===== src/rtl/axi_bus_pkg.sv =====
// Shared AXI4 constants for the SweRVolf memory-path bus: default widths,
// response codes and burst encodings.
package axi_bus_pkg;
  localparam int AXI_ADDR_WIDTH = 32;
  localparam int AXI_DATA_WIDTH = 64;
  localparam int AXI_ID_WIDTH   = 6;
  localparam int AXI_USER_WIDTH = 1;

  typedef enum logic [1:0] {
    RESP_OKAY   = 2'b00,
    RESP_EXOKAY = 2'b01,
    RESP_SLVERR = 2'b10,
    RESP_DECERR = 2'b11
  } axi_resp_e;

  typedef enum logic [1:0] {
    BURST_FIXED = 2'b00,
    BURST_INCR  = 2'b01,
    BURST_WRAP  = 2'b10
  } axi_burst_e;
endpackage


===== src/rtl/axi_bus_sync_slice_if.sv =====
// AXI4 bus bundle (five channels); master drives AW/W/AR and the B/R readies.
interface axi_bus_sync_slice_if
  import axi_bus_pkg::*;
#(
  parameter int ADDR_WIDTH = AXI_ADDR_WIDTH,
  parameter int DATA_WIDTH = AXI_DATA_WIDTH,
  parameter int ID_WIDTH   = AXI_ID_WIDTH,
  parameter int USER_WIDTH = AXI_USER_WIDTH
) ();
  logic [ID_WIDTH-1:0]     aw_id;
  logic [ADDR_WIDTH-1:0]   aw_addr;
  logic [7:0]              aw_len;
  logic [2:0]              aw_size;
  logic [1:0]              aw_burst;
  logic                    aw_lock;
  logic [3:0]              aw_cache;
  logic [2:0]              aw_prot;
  logic [3:0]              aw_region;
  logic [3:0]              aw_qos;
  logic [5:0]              aw_atop;
  logic [USER_WIDTH-1:0]   aw_user;
  logic                    aw_valid, aw_ready;

  logic [DATA_WIDTH-1:0]   w_data;
  logic [DATA_WIDTH/8-1:0] w_strb;
  logic                    w_last;
  logic [USER_WIDTH-1:0]   w_user;
  logic                    w_valid, w_ready;

  logic [ID_WIDTH-1:0]     b_id;
  logic [1:0]              b_resp;
  logic [USER_WIDTH-1:0]   b_user;
  logic                    b_valid, b_ready;

  logic [ID_WIDTH-1:0]     ar_id;
  logic [ADDR_WIDTH-1:0]   ar_addr;
  logic [7:0]              ar_len;
  logic [2:0]              ar_size;
  logic [1:0]              ar_burst;
  logic                    ar_lock;
  logic [3:0]              ar_cache;
  logic [2:0]              ar_prot;
  logic [3:0]              ar_region;
  logic [3:0]              ar_qos;
  logic [USER_WIDTH-1:0]   ar_user;
  logic                    ar_valid, ar_ready;

  logic [ID_WIDTH-1:0]     r_id;
  logic [DATA_WIDTH-1:0]   r_data;
  logic [1:0]              r_resp;
  logic                    r_last;
  logic [USER_WIDTH-1:0]   r_user;
  logic                    r_valid, r_ready;

  modport master (
    output aw_id, aw_addr, aw_len, aw_size, aw_burst, aw_lock, aw_cache, aw_prot,
           aw_region, aw_qos, aw_atop, aw_user, aw_valid, input aw_ready,
    output w_data, w_strb, w_last, w_user, w_valid, input w_ready,
    input  b_id, b_resp, b_user, b_valid, output b_ready,
    output ar_id, ar_addr, ar_len, ar_size, ar_burst, ar_lock, ar_cache, ar_prot,
           ar_region, ar_qos, ar_user, ar_valid, input ar_ready,
    input  r_id, r_data, r_resp, r_last, r_user, r_valid, output r_ready
  );

  modport slave (
    input  aw_id, aw_addr, aw_len, aw_size, aw_burst, aw_lock, aw_cache, aw_prot,
           aw_region, aw_qos, aw_atop, aw_user, aw_valid, output aw_ready,
    input  w_data, w_strb, w_last, w_user, w_valid, output w_ready,
    output b_id, b_resp, b_user, b_valid, input b_ready,
    input  ar_id, ar_addr, ar_len, ar_size, ar_burst, ar_lock, ar_cache, ar_prot,
           ar_region, ar_qos, ar_user, ar_valid, output ar_ready,
    output r_id, r_data, r_resp, r_last, r_user, r_valid, input r_ready
  );
endinterface


===== src/rtl/axi_skid_slice.sv =====
// Two-entry valid/ready register slice: an output register plus one skid
// register, so ready can be a flop without losing full throughput.
module axi_skid_slice #(
  parameter int WIDTH = 8
) (
  input  logic             clk,
  input  logic             rst,
  input  logic             in_valid,
  output logic             in_ready,
  input  logic [WIDTH-1:0] in_data,
  output logic             out_valid,
  input  logic             out_ready,
  output logic [WIDTH-1:0] out_data
);
  logic             skid_vld;
  logic [WIDTH-1:0] skid_data;
  logic             push, pop;

  assign push = in_valid & in_ready;
  assign pop  = out_valid & out_ready;

  always_ff @(posedge clk) begin
    if (rst) begin
      out_valid <= 1'b0;
      out_data  <= '0;
      skid_vld  <= 1'b0;
      skid_data <= '0;
      in_ready  <= 1'b0;
    end else if (!out_valid || pop) begin
      // Output register frees up: refill from skid first to keep FIFO order.
      if (skid_vld) begin
        out_valid <= 1'b1;
        out_data  <= skid_data;
        skid_vld  <= push;
        if (push) skid_data <= in_data;
        in_ready  <= !push;
      end else begin
        out_valid <= push;
        if (push) out_data <= in_data;
        in_ready  <= 1'b1;
      end
    end else if (push) begin
      skid_vld  <= 1'b1;
      skid_data <= in_data;
      in_ready  <= 1'b0;
    end else begin
      in_ready  <= !skid_vld;
    end
  end
endmodule


===== src/rtl/axi_bus_sync_slice.sv =====
// Full-bandwidth AXI4 register slice: every channel passes through its own
// two-entry skid slice, so no input reaches an output combinationally.
module axi_bus_sync_slice
  import axi_bus_pkg::*;
#(
  parameter int ADDR_WIDTH = AXI_ADDR_WIDTH,
  parameter int DATA_WIDTH = AXI_DATA_WIDTH,
  parameter int ID_WIDTH   = AXI_ID_WIDTH,
  parameter int USER_WIDTH = AXI_USER_WIDTH
) (
  input logic                  clk,
  input logic                  rst,
  axi_bus_sync_slice_if.slave  s,
  axi_bus_sync_slice_if.master m
);
  localparam int AW_W = ID_WIDTH + ADDR_WIDTH + 8 + 3 + 2 + 1 + 4 + 3 + 4 + 4 + 6 + USER_WIDTH;
  localparam int AR_W = AW_W - 6;
  localparam int W_W  = DATA_WIDTH + DATA_WIDTH/8 + 1 + USER_WIDTH;
  localparam int B_W  = ID_WIDTH + 2 + USER_WIDTH;
  localparam int R_W  = ID_WIDTH + DATA_WIDTH + 2 + 1 + USER_WIDTH;

  logic [AW_W-1:0] aw_q;
  logic [W_W-1:0]  w_q;
  logic [AR_W-1:0] ar_q;
  logic [B_W-1:0]  b_q;
  logic [R_W-1:0]  r_q;

  axi_skid_slice #(.WIDTH(AW_W)) u_aw (
    .clk, .rst,
    .in_valid (s.aw_valid), .in_ready (s.aw_ready),
    .in_data  ({s.aw_id, s.aw_addr, s.aw_len, s.aw_size, s.aw_burst, s.aw_lock,
                s.aw_cache, s.aw_prot, s.aw_region, s.aw_qos, s.aw_atop, s.aw_user}),
    .out_valid(m.aw_valid), .out_ready(m.aw_ready), .out_data(aw_q)
  );
  assign {m.aw_id, m.aw_addr, m.aw_len, m.aw_size, m.aw_burst, m.aw_lock,
          m.aw_cache, m.aw_prot, m.aw_region, m.aw_qos, m.aw_atop, m.aw_user} = aw_q;

  axi_skid_slice #(.WIDTH(W_W)) u_w (
    .clk, .rst,
    .in_valid (s.w_valid), .in_ready (s.w_ready),
    .in_data  ({s.w_data, s.w_strb, s.w_last, s.w_user}),
    .out_valid(m.w_valid), .out_ready(m.w_ready), .out_data(w_q)
  );
  assign {m.w_data, m.w_strb, m.w_last, m.w_user} = w_q;

  axi_skid_slice #(.WIDTH(AR_W)) u_ar (
    .clk, .rst,
    .in_valid (s.ar_valid), .in_ready (s.ar_ready),
    .in_data  ({s.ar_id, s.ar_addr, s.ar_len, s.ar_size, s.ar_burst, s.ar_lock,
                s.ar_cache, s.ar_prot, s.ar_region, s.ar_qos, s.ar_user}),
    .out_valid(m.ar_valid), .out_ready(m.ar_ready), .out_data(ar_q)
  );
  assign {m.ar_id, m.ar_addr, m.ar_len, m.ar_size, m.ar_burst, m.ar_lock,
          m.ar_cache, m.ar_prot, m.ar_region, m.ar_qos, m.ar_user} = ar_q;

  // Return channels run memory side to CPU side.
  axi_skid_slice #(.WIDTH(B_W)) u_b (
    .clk, .rst,
    .in_valid (m.b_valid), .in_ready (m.b_ready),
    .in_data  ({m.b_id, m.b_resp, m.b_user}),
    .out_valid(s.b_valid), .out_ready(s.b_ready), .out_data(b_q)
  );
  assign {s.b_id, s.b_resp, s.b_user} = b_q;

  axi_skid_slice #(.WIDTH(R_W)) u_r (
    .clk, .rst,
    .in_valid (m.r_valid), .in_ready (m.r_ready),
    .in_data  ({m.r_id, m.r_data, m.r_resp, m.r_last, m.r_user}),
    .out_valid(s.r_valid), .out_ready(s.r_ready), .out_data(r_q)
  );
  assign {s.r_id, s.r_data, s.r_resp, s.r_last, s.r_user} = r_q;
endmodule


===== src/flat_wrapper.sv =====
// flat-port wrapper written by rule: the top's interface ports become plain ports
module axi_bus_sync_slice_flat import axi_bus_pkg::*;
#(
  parameter int ADDR_WIDTH = AXI_ADDR_WIDTH,
  parameter int DATA_WIDTH = AXI_DATA_WIDTH,
  parameter int ID_WIDTH   = AXI_ID_WIDTH,
  parameter int USER_WIDTH = AXI_USER_WIDTH
)
  (clk, rst, s_aw_id, s_aw_addr, s_aw_len, s_aw_size, s_aw_burst, s_aw_lock, s_aw_cache, s_aw_prot, s_aw_region, s_aw_qos, s_aw_atop, s_aw_user, s_aw_valid, s_aw_ready, s_w_data, s_w_strb, s_w_last, s_w_user, s_w_valid, s_w_ready, s_b_id, s_b_resp, s_b_user, s_b_valid, s_b_ready, s_ar_id, s_ar_addr, s_ar_len, s_ar_size, s_ar_burst, s_ar_lock, s_ar_cache, s_ar_prot, s_ar_region, s_ar_qos, s_ar_user, s_ar_valid, s_ar_ready, s_r_id, s_r_data, s_r_resp, s_r_last, s_r_user, s_r_valid, s_r_ready, m_aw_id, m_aw_addr, m_aw_len, m_aw_size, m_aw_burst, m_aw_lock, m_aw_cache, m_aw_prot, m_aw_region, m_aw_qos, m_aw_atop, m_aw_user, m_aw_valid, m_aw_ready, m_w_data, m_w_strb, m_w_last, m_w_user, m_w_valid, m_w_ready, m_b_id, m_b_resp, m_b_user, m_b_valid, m_b_ready, m_ar_id, m_ar_addr, m_ar_len, m_ar_size, m_ar_burst, m_ar_lock, m_ar_cache, m_ar_prot, m_ar_region, m_ar_qos, m_ar_user, m_ar_valid, m_ar_ready, m_r_id, m_r_data, m_r_resp, m_r_last, m_r_user, m_r_valid, m_r_ready);
  axi_bus_sync_slice_if #(.ADDR_WIDTH(ADDR_WIDTH), .DATA_WIDTH(DATA_WIDTH), .ID_WIDTH(ID_WIDTH), .USER_WIDTH(USER_WIDTH)) s_i ();
  axi_bus_sync_slice_if #(.ADDR_WIDTH(ADDR_WIDTH), .DATA_WIDTH(DATA_WIDTH), .ID_WIDTH(ID_WIDTH), .USER_WIDTH(USER_WIDTH)) m_i ();
  input logic clk;
  input logic rst;
  input wire logic [$bits(s_i.aw_id)-1:0] s_aw_id;
  input wire logic [$bits(s_i.aw_addr)-1:0] s_aw_addr;
  input wire logic [$bits(s_i.aw_len)-1:0] s_aw_len;
  input wire logic [$bits(s_i.aw_size)-1:0] s_aw_size;
  input wire logic [$bits(s_i.aw_burst)-1:0] s_aw_burst;
  input wire logic [$bits(s_i.aw_lock)-1:0] s_aw_lock;
  input wire logic [$bits(s_i.aw_cache)-1:0] s_aw_cache;
  input wire logic [$bits(s_i.aw_prot)-1:0] s_aw_prot;
  input wire logic [$bits(s_i.aw_region)-1:0] s_aw_region;
  input wire logic [$bits(s_i.aw_qos)-1:0] s_aw_qos;
  input wire logic [$bits(s_i.aw_atop)-1:0] s_aw_atop;
  input wire logic [$bits(s_i.aw_user)-1:0] s_aw_user;
  input wire logic [$bits(s_i.aw_valid)-1:0] s_aw_valid;
  output wire logic [$bits(s_i.aw_ready)-1:0] s_aw_ready;
  input wire logic [$bits(s_i.w_data)-1:0] s_w_data;
  input wire logic [$bits(s_i.w_strb)-1:0] s_w_strb;
  input wire logic [$bits(s_i.w_last)-1:0] s_w_last;
  input wire logic [$bits(s_i.w_user)-1:0] s_w_user;
  input wire logic [$bits(s_i.w_valid)-1:0] s_w_valid;
  output wire logic [$bits(s_i.w_ready)-1:0] s_w_ready;
  output wire logic [$bits(s_i.b_id)-1:0] s_b_id;
  output wire logic [$bits(s_i.b_resp)-1:0] s_b_resp;
  output wire logic [$bits(s_i.b_user)-1:0] s_b_user;
  output wire logic [$bits(s_i.b_valid)-1:0] s_b_valid;
  input wire logic [$bits(s_i.b_ready)-1:0] s_b_ready;
  input wire logic [$bits(s_i.ar_id)-1:0] s_ar_id;
  input wire logic [$bits(s_i.ar_addr)-1:0] s_ar_addr;
  input wire logic [$bits(s_i.ar_len)-1:0] s_ar_len;
  input wire logic [$bits(s_i.ar_size)-1:0] s_ar_size;
  input wire logic [$bits(s_i.ar_burst)-1:0] s_ar_burst;
  input wire logic [$bits(s_i.ar_lock)-1:0] s_ar_lock;
  input wire logic [$bits(s_i.ar_cache)-1:0] s_ar_cache;
  input wire logic [$bits(s_i.ar_prot)-1:0] s_ar_prot;
  input wire logic [$bits(s_i.ar_region)-1:0] s_ar_region;
  input wire logic [$bits(s_i.ar_qos)-1:0] s_ar_qos;
  input wire logic [$bits(s_i.ar_user)-1:0] s_ar_user;
  input wire logic [$bits(s_i.ar_valid)-1:0] s_ar_valid;
  output wire logic [$bits(s_i.ar_ready)-1:0] s_ar_ready;
  output wire logic [$bits(s_i.r_id)-1:0] s_r_id;
  output wire logic [$bits(s_i.r_data)-1:0] s_r_data;
  output wire logic [$bits(s_i.r_resp)-1:0] s_r_resp;
  output wire logic [$bits(s_i.r_last)-1:0] s_r_last;
  output wire logic [$bits(s_i.r_user)-1:0] s_r_user;
  output wire logic [$bits(s_i.r_valid)-1:0] s_r_valid;
  input wire logic [$bits(s_i.r_ready)-1:0] s_r_ready;
  output wire logic [$bits(m_i.aw_id)-1:0] m_aw_id;
  output wire logic [$bits(m_i.aw_addr)-1:0] m_aw_addr;
  output wire logic [$bits(m_i.aw_len)-1:0] m_aw_len;
  output wire logic [$bits(m_i.aw_size)-1:0] m_aw_size;
  output wire logic [$bits(m_i.aw_burst)-1:0] m_aw_burst;
  output wire logic [$bits(m_i.aw_lock)-1:0] m_aw_lock;
  output wire logic [$bits(m_i.aw_cache)-1:0] m_aw_cache;
  output wire logic [$bits(m_i.aw_prot)-1:0] m_aw_prot;
  output wire logic [$bits(m_i.aw_region)-1:0] m_aw_region;
  output wire logic [$bits(m_i.aw_qos)-1:0] m_aw_qos;
  output wire logic [$bits(m_i.aw_atop)-1:0] m_aw_atop;
  output wire logic [$bits(m_i.aw_user)-1:0] m_aw_user;
  output wire logic [$bits(m_i.aw_valid)-1:0] m_aw_valid;
  input wire logic [$bits(m_i.aw_ready)-1:0] m_aw_ready;
  output wire logic [$bits(m_i.w_data)-1:0] m_w_data;
  output wire logic [$bits(m_i.w_strb)-1:0] m_w_strb;
  output wire logic [$bits(m_i.w_last)-1:0] m_w_last;
  output wire logic [$bits(m_i.w_user)-1:0] m_w_user;
  output wire logic [$bits(m_i.w_valid)-1:0] m_w_valid;
  input wire logic [$bits(m_i.w_ready)-1:0] m_w_ready;
  input wire logic [$bits(m_i.b_id)-1:0] m_b_id;
  input wire logic [$bits(m_i.b_resp)-1:0] m_b_resp;
  input wire logic [$bits(m_i.b_user)-1:0] m_b_user;
  input wire logic [$bits(m_i.b_valid)-1:0] m_b_valid;
  output wire logic [$bits(m_i.b_ready)-1:0] m_b_ready;
  output wire logic [$bits(m_i.ar_id)-1:0] m_ar_id;
  output wire logic [$bits(m_i.ar_addr)-1:0] m_ar_addr;
  output wire logic [$bits(m_i.ar_len)-1:0] m_ar_len;
  output wire logic [$bits(m_i.ar_size)-1:0] m_ar_size;
  output wire logic [$bits(m_i.ar_burst)-1:0] m_ar_burst;
  output wire logic [$bits(m_i.ar_lock)-1:0] m_ar_lock;
  output wire logic [$bits(m_i.ar_cache)-1:0] m_ar_cache;
  output wire logic [$bits(m_i.ar_prot)-1:0] m_ar_prot;
  output wire logic [$bits(m_i.ar_region)-1:0] m_ar_region;
  output wire logic [$bits(m_i.ar_qos)-1:0] m_ar_qos;
  output wire logic [$bits(m_i.ar_user)-1:0] m_ar_user;
  output wire logic [$bits(m_i.ar_valid)-1:0] m_ar_valid;
  input wire logic [$bits(m_i.ar_ready)-1:0] m_ar_ready;
  input wire logic [$bits(m_i.r_id)-1:0] m_r_id;
  input wire logic [$bits(m_i.r_data)-1:0] m_r_data;
  input wire logic [$bits(m_i.r_resp)-1:0] m_r_resp;
  input wire logic [$bits(m_i.r_last)-1:0] m_r_last;
  input wire logic [$bits(m_i.r_user)-1:0] m_r_user;
  input wire logic [$bits(m_i.r_valid)-1:0] m_r_valid;
  output wire logic [$bits(m_i.r_ready)-1:0] m_r_ready;
  assign s_i.aw_id = s_aw_id;
  assign s_i.aw_addr = s_aw_addr;
  assign s_i.aw_len = s_aw_len;
  assign s_i.aw_size = s_aw_size;
  assign s_i.aw_burst = s_aw_burst;
  assign s_i.aw_lock = s_aw_lock;
  assign s_i.aw_cache = s_aw_cache;
  assign s_i.aw_prot = s_aw_prot;
  assign s_i.aw_region = s_aw_region;
  assign s_i.aw_qos = s_aw_qos;
  assign s_i.aw_atop = s_aw_atop;
  assign s_i.aw_user = s_aw_user;
  assign s_i.aw_valid = s_aw_valid;
  assign s_aw_ready = s_i.aw_ready;
  assign s_i.w_data = s_w_data;
  assign s_i.w_strb = s_w_strb;
  assign s_i.w_last = s_w_last;
  assign s_i.w_user = s_w_user;
  assign s_i.w_valid = s_w_valid;
  assign s_w_ready = s_i.w_ready;
  assign s_b_id = s_i.b_id;
  assign s_b_resp = s_i.b_resp;
  assign s_b_user = s_i.b_user;
  assign s_b_valid = s_i.b_valid;
  assign s_i.b_ready = s_b_ready;
  assign s_i.ar_id = s_ar_id;
  assign s_i.ar_addr = s_ar_addr;
  assign s_i.ar_len = s_ar_len;
  assign s_i.ar_size = s_ar_size;
  assign s_i.ar_burst = s_ar_burst;
  assign s_i.ar_lock = s_ar_lock;
  assign s_i.ar_cache = s_ar_cache;
  assign s_i.ar_prot = s_ar_prot;
  assign s_i.ar_region = s_ar_region;
  assign s_i.ar_qos = s_ar_qos;
  assign s_i.ar_user = s_ar_user;
  assign s_i.ar_valid = s_ar_valid;
  assign s_ar_ready = s_i.ar_ready;
  assign s_r_id = s_i.r_id;
  assign s_r_data = s_i.r_data;
  assign s_r_resp = s_i.r_resp;
  assign s_r_last = s_i.r_last;
  assign s_r_user = s_i.r_user;
  assign s_r_valid = s_i.r_valid;
  assign s_i.r_ready = s_r_ready;
  assign m_aw_id = m_i.aw_id;
  assign m_aw_addr = m_i.aw_addr;
  assign m_aw_len = m_i.aw_len;
  assign m_aw_size = m_i.aw_size;
  assign m_aw_burst = m_i.aw_burst;
  assign m_aw_lock = m_i.aw_lock;
  assign m_aw_cache = m_i.aw_cache;
  assign m_aw_prot = m_i.aw_prot;
  assign m_aw_region = m_i.aw_region;
  assign m_aw_qos = m_i.aw_qos;
  assign m_aw_atop = m_i.aw_atop;
  assign m_aw_user = m_i.aw_user;
  assign m_aw_valid = m_i.aw_valid;
  assign m_i.aw_ready = m_aw_ready;
  assign m_w_data = m_i.w_data;
  assign m_w_strb = m_i.w_strb;
  assign m_w_last = m_i.w_last;
  assign m_w_user = m_i.w_user;
  assign m_w_valid = m_i.w_valid;
  assign m_i.w_ready = m_w_ready;
  assign m_i.b_id = m_b_id;
  assign m_i.b_resp = m_b_resp;
  assign m_i.b_user = m_b_user;
  assign m_i.b_valid = m_b_valid;
  assign m_b_ready = m_i.b_ready;
  assign m_ar_id = m_i.ar_id;
  assign m_ar_addr = m_i.ar_addr;
  assign m_ar_len = m_i.ar_len;
  assign m_ar_size = m_i.ar_size;
  assign m_ar_burst = m_i.ar_burst;
  assign m_ar_lock = m_i.ar_lock;
  assign m_ar_cache = m_i.ar_cache;
  assign m_ar_prot = m_i.ar_prot;
  assign m_ar_region = m_i.ar_region;
  assign m_ar_qos = m_i.ar_qos;
  assign m_ar_user = m_i.ar_user;
  assign m_ar_valid = m_i.ar_valid;
  assign m_i.ar_ready = m_ar_ready;
  assign m_i.r_id = m_r_id;
  assign m_i.r_data = m_r_data;
  assign m_i.r_resp = m_r_resp;
  assign m_i.r_last = m_r_last;
  assign m_i.r_user = m_r_user;
  assign m_i.r_valid = m_r_valid;
  assign m_r_ready = m_i.r_ready;
  axi_bus_sync_slice #(.ADDR_WIDTH(ADDR_WIDTH), .DATA_WIDTH(DATA_WIDTH), .ID_WIDTH(ID_WIDTH), .USER_WIDTH(USER_WIDTH)) u_core (.clk(clk), .rst(rst), .s(s_i), .m(m_i));
endmodule

===== config.mk =====
export PLATFORM = sky130hd
export DESIGN_NAME = axi_bus_sync_slice_flat
export DESIGN_NICKNAME = d
export VERILOG_FILES = /design/src/rtl/axi_bus_pkg.sv /design/src/rtl/axi_bus_sync_slice_if.sv /design/src/rtl/axi_skid_slice.sv /design/src/rtl/axi_bus_sync_slice.sv /design/src/flat_wrapper.sv
export SDC_FILE = /design/constraint.sdc
export NUM_CORES = 1
export LEC_CHECK = 0
export CORE_ASPECT_RATIO = 0.5
export CORE_MARGIN = 1
export CORE_UTILIZATION = 50
export DETAILED_ROUTE_END_ITERATION = 12
export HOLD_SLACK_MARGIN = 0.05
export PLACE_DENSITY_LB_ADDON = 0.25
export SLEW_MARGIN = 5
export SYNTH_ARGS = -nofsm -noshare
export SYNTH_HDL_FRONTEND = slang
export SYNTH_SLANG_ARGS = --single-unit

===== constraint.sdc =====
create_clock -name clk -period 4.9 [get_ports clk]
set_clock_uncertainty 0.2 [all_clocks]
set_input_delay 1.47 -clock clk [delete_from_list [all_inputs] [get_ports clk]]
set_output_delay 1.47 -clock clk [all_outputs]
set_load 0.02 [all_outputs]

Run 1, routed metal, one color a layer:
Only two layers are drawn.
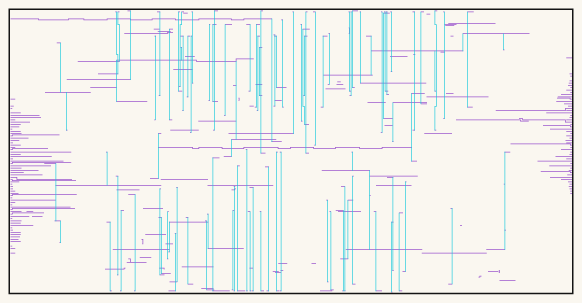
layer	color	wire length
M4	cyan	4,750 um
M3	purple	2,940 um

Run 1, the clock network:
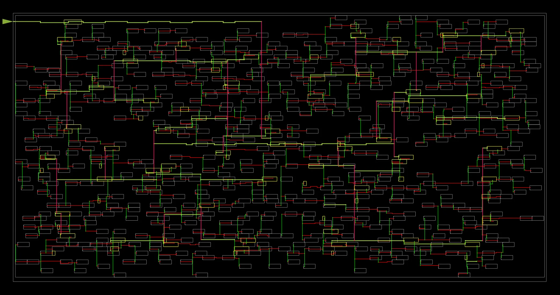
clock latency reported for the late side of the worst-skew pair: 0.59 ns
CTS Buf Count: 53
TritonCTS sink count: 613

Run 1, routed clock nets over the placement:
Bar = 100 um.
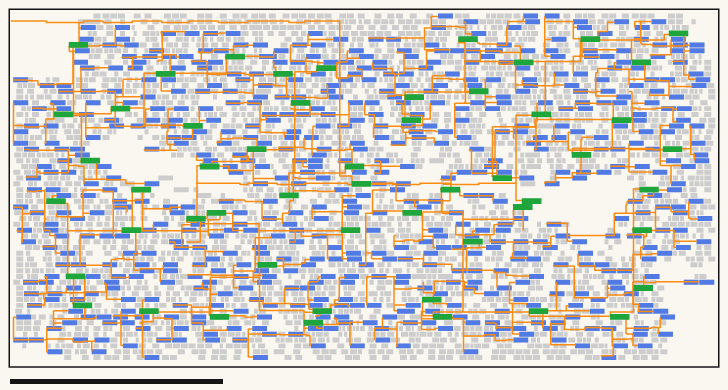
[clock wires] orange | length: 7,530 um
[clock-net drivers] green | count: 53
[flip-flops] blue | count: 613
routed clock nets	54
flops lie	widely spread

==> reports/results.tsv, run 1 <==
stage	metric	value	unit
status	run status	complete, no violations	
synthesis	Avg Cell Area, Syn	10.0	sq um
timing	max_slew headroom	32.3	%
route	Via-to-Cell Ratio	5.50	
layout	area of the multi-input gates	13900	sq um
layout	clkbuf count	82	
grt	first-pass GRT wire length	117000	um
layout	Storage cell area	12300	sq um
critical_path	Worst Path Buf+Inv	1	
synthesis	Synth Area in Adders	0.0366	%
critical_path	category of the most critical setup path	reg -> out	
timing	fraction of the cycle the final worst path needs	71.1	%
pwr	leakage power summed over all cells	11.5	nW
critical_path	Critical R2R Capture	u_core.u_r.out_data[55]$_SDFFE_PP0P_	
grt	sum of overflow across all layers after global routing	0	
pwr	combinational share of power	15.7	%
pwr	power density cells	319	nW/um^2
die	die extent in y	167	um
synthesis	Unique masters post-synth	27	
route	routed len/inst	19.3	um
critical_path	register-to-register setup slack	2.47	ns
route	final antenna-violating net count	0	
placement	half-perimeter wire length after placement	50400	um
pwr	power dissipated in sequential cells	5.34	mW
layout	number of fill cells in the layout	4355	
synthesis	Post-synth EDFFs	0	
layout	share of the core filled with cells	66.1	%
pwr	clock network fraction of design power	37.3	%
synthesis	simple-gate area share of the yosys netlist	14.2	%
grt	gr usage total	26.0	%
synthesis	cell taking the most area after synthesis	dfxtp_1	
synthesis	most numerous cell in the Yosys netlist	dfxtp_1	
timing	Setup TNS Final	0	ns
pwr	switching power as a share of total power	25.9	%
clock_tree	H-tree depth	2	
clock_tree	cells resized by post-CTS repair	0	
layout	multi-input combinational cell count	1846	
clock_tree	post-CTS setup buffer count	0	
grt	number of global-route vias before repair	21400	
critical_path	CP Max Fanout	5	
layout	share of post-route cells with drive strength above 1	5.22	%
layout	register share of the cell area	34.5	%
critical_path	endpoint class of the critical path	output pin	
pwr	switching power summed over all nets	2.94	mW
pwr	maximum vdd drop	258	uV
clock_tree	CTS root buf	clkbuf_16	
route	initial DRC count	1215	
timing	slew at the pin with the worst max-slew slack	1.02	ns
die	Die X-Extent	333	um
==> run 1: routing by layer <==
metal	routed length (um)	vias to the layer above	global-route usage (%)	share of wire [%]
met4	4750	0	17.4	6.2
met5	0	-	0	0
li1	-	10500	-	-
met1	30000	10500	29.2	39
met3	2940	218	4.75	3.9
met2	38600	458	45.3	51
==> run 1: per-stage QoR <==
stage	worst slack [ns]	cell area [sq um]	std cells	total power [mW]
after floorplan	2.11	27400	2731	6.35
after global placement	1.19	33900	3835	7.20
after detailed placement	1.11	33900	3835	7.23
after CTS	1.38	35600	3931	11.5
after global routing	1.36	35700	3952	11.8
final	1.42	35700	3952	11.4
==> run 1: cells in the final DEF (no fill, tap or decap), drive strengths merged <==
master         synthesis  final
clkinvlp               0      1
bufinv                 0      1
a31oi                  2      2
clkbuf               150     82
a21o                   5      5
o211ai                 2      2
clkinv                 0     11
inv                    2      3
nand3                  1      1
clkdlybuf4s50          0    618
nand2b               603    603
nor3b                  2      2
buf                  120     43
dfxtp                613    613
o211a                  3      3
maj3                   1      1
diode                  0     21
o21ba                  1      1
a211oi               299    299
mux2i                598    598
nand2                  4      4
nor2b                  5      5
and2                   4      4
nor3                   1      1
nor2                   7      7
a21oi                308    308
==> run 1: flip-flops by register name, indices dropped and copies added, names as in the netlist, 9 cells and up <==
| signal | cells |
|---|---|
| u_core.u_b.skid_data | 9 |
| u_core.u_ar.out_data | 68 |
| u_core.u_aw.skid_data | 74 |
| u_core.u_w.skid_data | 74 |
| u_core.u_w.out_data | 74 |
| u_core.u_r.out_data | 74 |
| u_core.u_ar.skid_data | 68 |
| u_core.u_b.out_data | 9 |
| u_core.u_r.skid_data | 74 |
| u_core.u_aw.out_data | 74 |
--- run 2 (diff from run 1) ---
==> constraint.sdc (replaced) <==
create_clock -name clk -period 3.5 [get_ports clk]
set_clock_uncertainty 0.2 [all_clocks]
set_input_delay 1.05 -clock clk [delete_from_list [all_inputs] [get_ports clk]]
set_output_delay 1.05 -clock clk [all_outputs]
set_load 0.02 [all_outputs]
Run 2, the clock network:
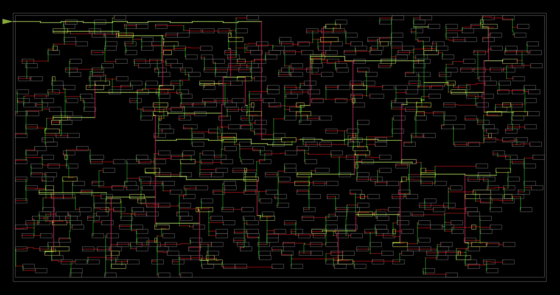
CTS Buf Count: 54
clock latency reported for the late side of the worst-skew pair: 0.58 ns
Clock group: 6.30 mW

==> run 2 against run 1 <==
  * Sequential power up about 40%
  * Hold slack worse by 0.0016 ns
  * Synthesized cell count unchanged
  * Design area up 0.64%
  * Non-clock buffer count up 5
  * Count of clock-buffer cells in the layout down 4
  * Critical endpoint unchanged
  * Critical path depth unchanged
  * Largest cell class unchanged
==> reports/results.tsv, run 2 <==
stage	metric	value	unit	change
synthesis	chip area in the Yosys report	27400	sq um	
pwr	maximum vdd drop	312	uV	+21%
clock_tree	H-tree depth	2		unchanged
clock_tree	CTS root buf	clkbuf_16		
grt	met1 track utilization from global routing	29.2	%	about the same
grt	gr usage total	25.9	%	-0.10 points
timing	slew at the pin with the worst max-slew slack	0.671	ns	-0.344 ns
grt	sum of overflow across all layers after global routing	0		unchanged
layout	register share of the cell area	34.2	%	-0.22 points
status	run status	complete, no violations		
placement	worst-case setup slack after placement	0.434	ns	-0.672 ns
layout	final design instance area without fill	35900	sq um	+0.64%
timing	max_slew headroom	55.2	%	+23 points
critical_path	endpoint class of the critical path	output pin		
route	DR vias	21700		
timing	fraction of the cycle the final worst path needs	84.8	%	
placement	routability congestion estimate	0.828		
pwr	leakage power summed over all cells	11.6	nW	+0.88%
placement	cell area after placement	34000	sq um	+0.30%
layout	share of the core filled with cells	66.6	%	+0.42 points
critical_path	Critical R2R Capture	u_core.u_r.out_data[22]$_SDFFE_PP0P_		
critical_path	register-to-register setup slack	1.39	ns	-1.08 ns
placement	count of placed standard cells including taps	3840		+0.13%
clock_tree	post-CTS setup buffer count	0		unchanged
die	die extent in y	167	um	unchanged
route	initial DRC count	1231		+1.3%
layout	commonest non-fill, non-tap cell in the layout	clkdlybuf4s50_1		
critical_path	Worst Path Buf+Inv	1		unchanged
synthesis	Unique masters post-synth	27		unchanged
synthesis	Post-synth EDFFs	0		unchanged
layout	Logic inverters	2		
critical_path	category of the most critical setup path	reg -> out		
pwr	power density cells	453	nW/um^2	+42%
synthesis	cell taking the most area after synthesis	dfxtp_1		
route	final antenna-violating net count	0		unchanged
placement	half-perimeter wire length after placement	49600	um	-1.5%
layout	Storage cell area	12300	sq um	unchanged
placement	number of I/O port buffers	619		
clock_tree	cells resized by post-CTS repair	0		unchanged
clock_tree	TritonCTS sink count	613		unchanged
layout	share of post-route cells with drive strength above 1	5.61	%	+0.39 points
timing	setup slack of the critical path after layout	0.533	ns	-0.885 ns
layout	filler-free cell count of the finished design	3955		+0.076%
synthesis	most numerous cell in the Yosys netlist	dfxtp_1		
grt	met2 Usage GRT	45.8	%	+0.54 points
route	Via-to-Cell Ratio	5.49		-0.22%
route	routed len/inst	19.1	um	-1.2%
synthesis	Avg Cell Area, Syn	10.0	sq um	unchanged
layout	number of fill cells in the layout	4251		-2.4%
layout	area of the multi-input gates	13900	sq um	unchanged
[run 2: power breakdown]
group / internal, mW / switching, mW / leakage [nW]
Clock: 3.57 / 2.73 / 0.921
Sequential: 7.28 / 0.185 / 5.00
Combinational: 1.25 / 1.25 / 5.66
Total: 12.1 / 4.17 / 11.6
[run 2: kinds of logic after synthesis]
| group | count (synthesis) | synth area share [%] |
|---|---|---|
| AND/OR/NAND/NOR | 627 | 14.2 |
| AND-OR/OR-AND | 620 | 14.6 |
| flip-flops | 613 | 44.9 |
| multiplexers | 598 | 21.9 |
| buffers and inverters | 272 | 4.38 |
| adder cells (fa/ha/maj) | 1 | 0.0366 |
[run 2: worst min path at each step]
stage	cells past startpoint	endpoint	startpoint	slack, ns
6_report	2	u_core.u_r.skid_data[7]$_SDFFE_PP0P_	u_core.u_r.skid_data[7]$_SDFFE_PP0P_	0.27
5_1_grt	2	u_core.u_aw.skid_data[13]$_SDFFE_PP0P_	u_core.u_aw.skid_data[13]$_SDFFE_PP0P_	0.28
4_1_cts	2	u_core.u_w.skid_data[60]$_SDFFE_PP0P_	u_core.u_w.skid_data[60]$_SDFFE_PP0P_	0.27
3_5_place_dp	2	u_core.u_w.skid_data[43]$_SDFFE_PP0P_	u_core.u_w.skid_data[43]$_SDFFE_PP0P_	0.26
3_3_place_gp	2	u_core.u_r.skid_data[41]$_SDFFE_PP0P_	u_core.u_r.skid_data[41]$_SDFFE_PP0P_	0.26
2_1_floorplan	2	u_core.u_ar.skid_data[0]$_SDFFE_PP0P_	u_core.u_ar.skid_data[0]$_SDFFE_PP0P_	0.25
[run 2: per-layer routing]
metal	vias up	wire length [um]
li1	10600	-
met1	10500	29600
met2	468	38400
met3	201	2980
met4	0	4420
met5	-	0
--- run 3 (diff from run 2) ---
--- a/config.mk
+++ b/config.mk
@@ -7,7 +7,7 @@
 export LEC_CHECK = 0
 export CORE_ASPECT_RATIO = 0.5
 export CORE_MARGIN = 1
-export CORE_UTILIZATION = 50
+export CORE_UTILIZATION = 46
 export DETAILED_ROUTE_END_ITERATION = 12
 export HOLD_SLACK_MARGIN = 0.05
 export PLACE_DENSITY_LB_ADDON = 0.25
==> constraint.sdc (replaced) <==
create_clock -name clk -period 2.49 [get_ports clk]
set_clock_uncertainty 0.2 [all_clocks]
set_input_delay 0.747 -clock clk [delete_from_list [all_inputs] [get_ports clk]]
set_output_delay 0.747 -clock clk [all_outputs]
set_load 0.02 [all_outputs]
Run 3, supply network:
Pins as bars on the die edge.
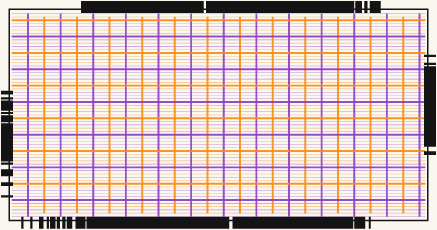
net	color
VDD	orange
VSS	purple
met5 straps	12
met1 rails	63
signal pins	620
rows	62
met4 straps	25
core area: 58,000 sq um
maximum vdd drop: 505 uV
die extent in y: 174 um

==> run 3 against run 2 <==
  * Critical path type unchanged
  * Register-to-register slack worse by 0.73 ns
  * Synthesized area unchanged
  * Sequential power up 41%
  * Non-clock buffer count up 51
  * Cell count grew 2.8%
  * Design area is 0.99% higher
  * Hold slack barely moved
==> reports/results.tsv, run 3 <==
stage	metric	value	unit	change
synthesis	simple-gate area share of the yosys netlist	14.2	%	unchanged
synthesis	most numerous cell in the Yosys netlist	dfxtp_1		
synthesis	multiplexer area fraction after synthesis	21.9	%	unchanged
placement	worst-case setup slack after placement	-0.00375	ns	-0.438 ns
timing	setup slack of the critical path after layout	0.118	ns	-0.415 ns
placement	half-perimeter wire length after placement	53600	um	+8.1%
synthesis	Synth Area in Adders	0.0366	%	unchanged
layout	share of post-route cells with drive strength above 1	7.02	%	+1.4 points
pwr	combinational share of power	15.0	%	-0.4 points
clock_tree	CTS Buf Count	55		+1.9%
critical_path	endpoint class of the critical path	output pin		
pwr	part of the total power dissipated in sequential elements	46.7	%	+0.8 points
clock_tree	post-CTS setup buffer count	0		unchanged
min_path	Worst Min Path Start	u_core.u_r.skid_data[19]$_SDFFE_PP0P_		
grt	gr usage total	24.8	%	-1.1 points
route	DR vias	21900		+0.70%
clock_tree	clock latency reported for the late side of the worst-skew pair	0.60	ns	+0.02 ns
status	run status	complete, no violations		
clock_tree	H-tree depth	2		unchanged
timing	slew at the pin with the worst max-slew slack	0.685	ns	+0.0133 ns
placement	number of I/O port buffers	619		unchanged
route	Via-to-Cell Ratio	5.37		-2.1%
grt	sum of overflow across all layers after global routing	0		unchanged
## run 3: cell count changes in the layout (fill, tap and decap cells not counted), moves of 3 or more
cell / previous run / this run
buf_12: 23 / 50
buf_4: 24 / 48
clkbuf_1: 7 / 10
clkbuf_8: 14 / 11
clkdlybuf4s50_1: 618 / 309
clkinv_2: 11 / 14
diode_2: 16 / 20
dlygate4sd2_1: 0 / 309
## run 3: power groups by stage
stage	Sequential [mW]	Combinational, mW	Clock (mW)
2_1_floorplan	11.1	1.37	0
5_1_grt	10.5	3.61	9.27
3_3_place_gp	10.7	3.58	0
3_5_place_dp	10.7	3.63	0
4_1_cts	10.5	3.39	8.81
6_report	10.5	3.37	8.62
## run 3: routing by layer
layer	vias up	routed length (um)	track usage (%)
li1	10700	-	-
met3	182	2530	3.75
met4	2	3910	13.9
met1	10600	30900	28.2
met5	-	13	0
met2	398	40000	44.3
## run 3: per-stage QoR
step / cell area (sq um) / utilization [%] / hold WS [ns] / cells
finish: 36200 / 62.4 / 0.271 / 4066
global placement: 34800 / 59.9 / 0.256 / 3946
detailed placement: 34800 / 59.9 / 0.263 / 3946
CTS: 36200 / 62.4 / 0.273 / 4046
global route: 36200 / 62.4 / 0.285 / 4065
floorplan: 27400 / - / 0.248 / 2731
## run 3: cell type report
| type | instances | area (sq um) | share of cell area [%] |
|---|---|---|---|
| multi-input cells | 1846 | 13900 | 38.5 |
| flip-flops and latches | 613 | 12300 | 33.9 |
| repair buffers | 717 | 7180 | 19.8 |
| clock buffers | 79 | 1640 | 4.53 |
| well taps | 768 | 961 | 2.65 |
| clock inverters | 21 | 169 | 0.466 |
| diodes | 20 | 50.0 | 0.138 |
| inverters | 2 | 7.51 | 0.0207 |

==> layout pictures side by side <==
Cells colored by class.
Bar = 100 um.
image #1
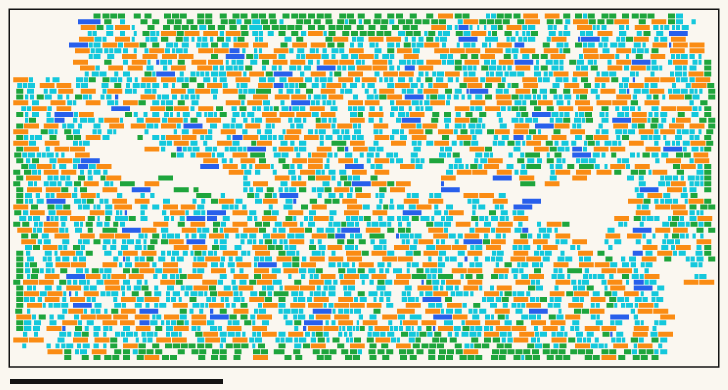
image #2
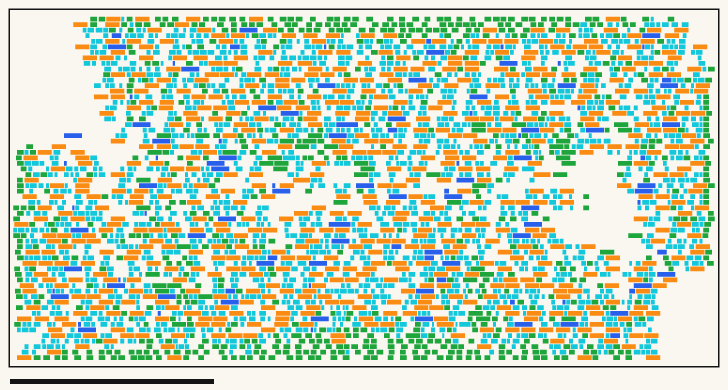
run 3: image #2
run 1: image #1

Key to image #2:
class	color	cells	share of their area
remaining buffers and delay cells	green	717	20%
registers	orange	613	35%
remaining logic cells	cyan	1,848	40%
clock drivers and dummy loads	blue	100	5.1%

Power and IR drop assume default switching activity.
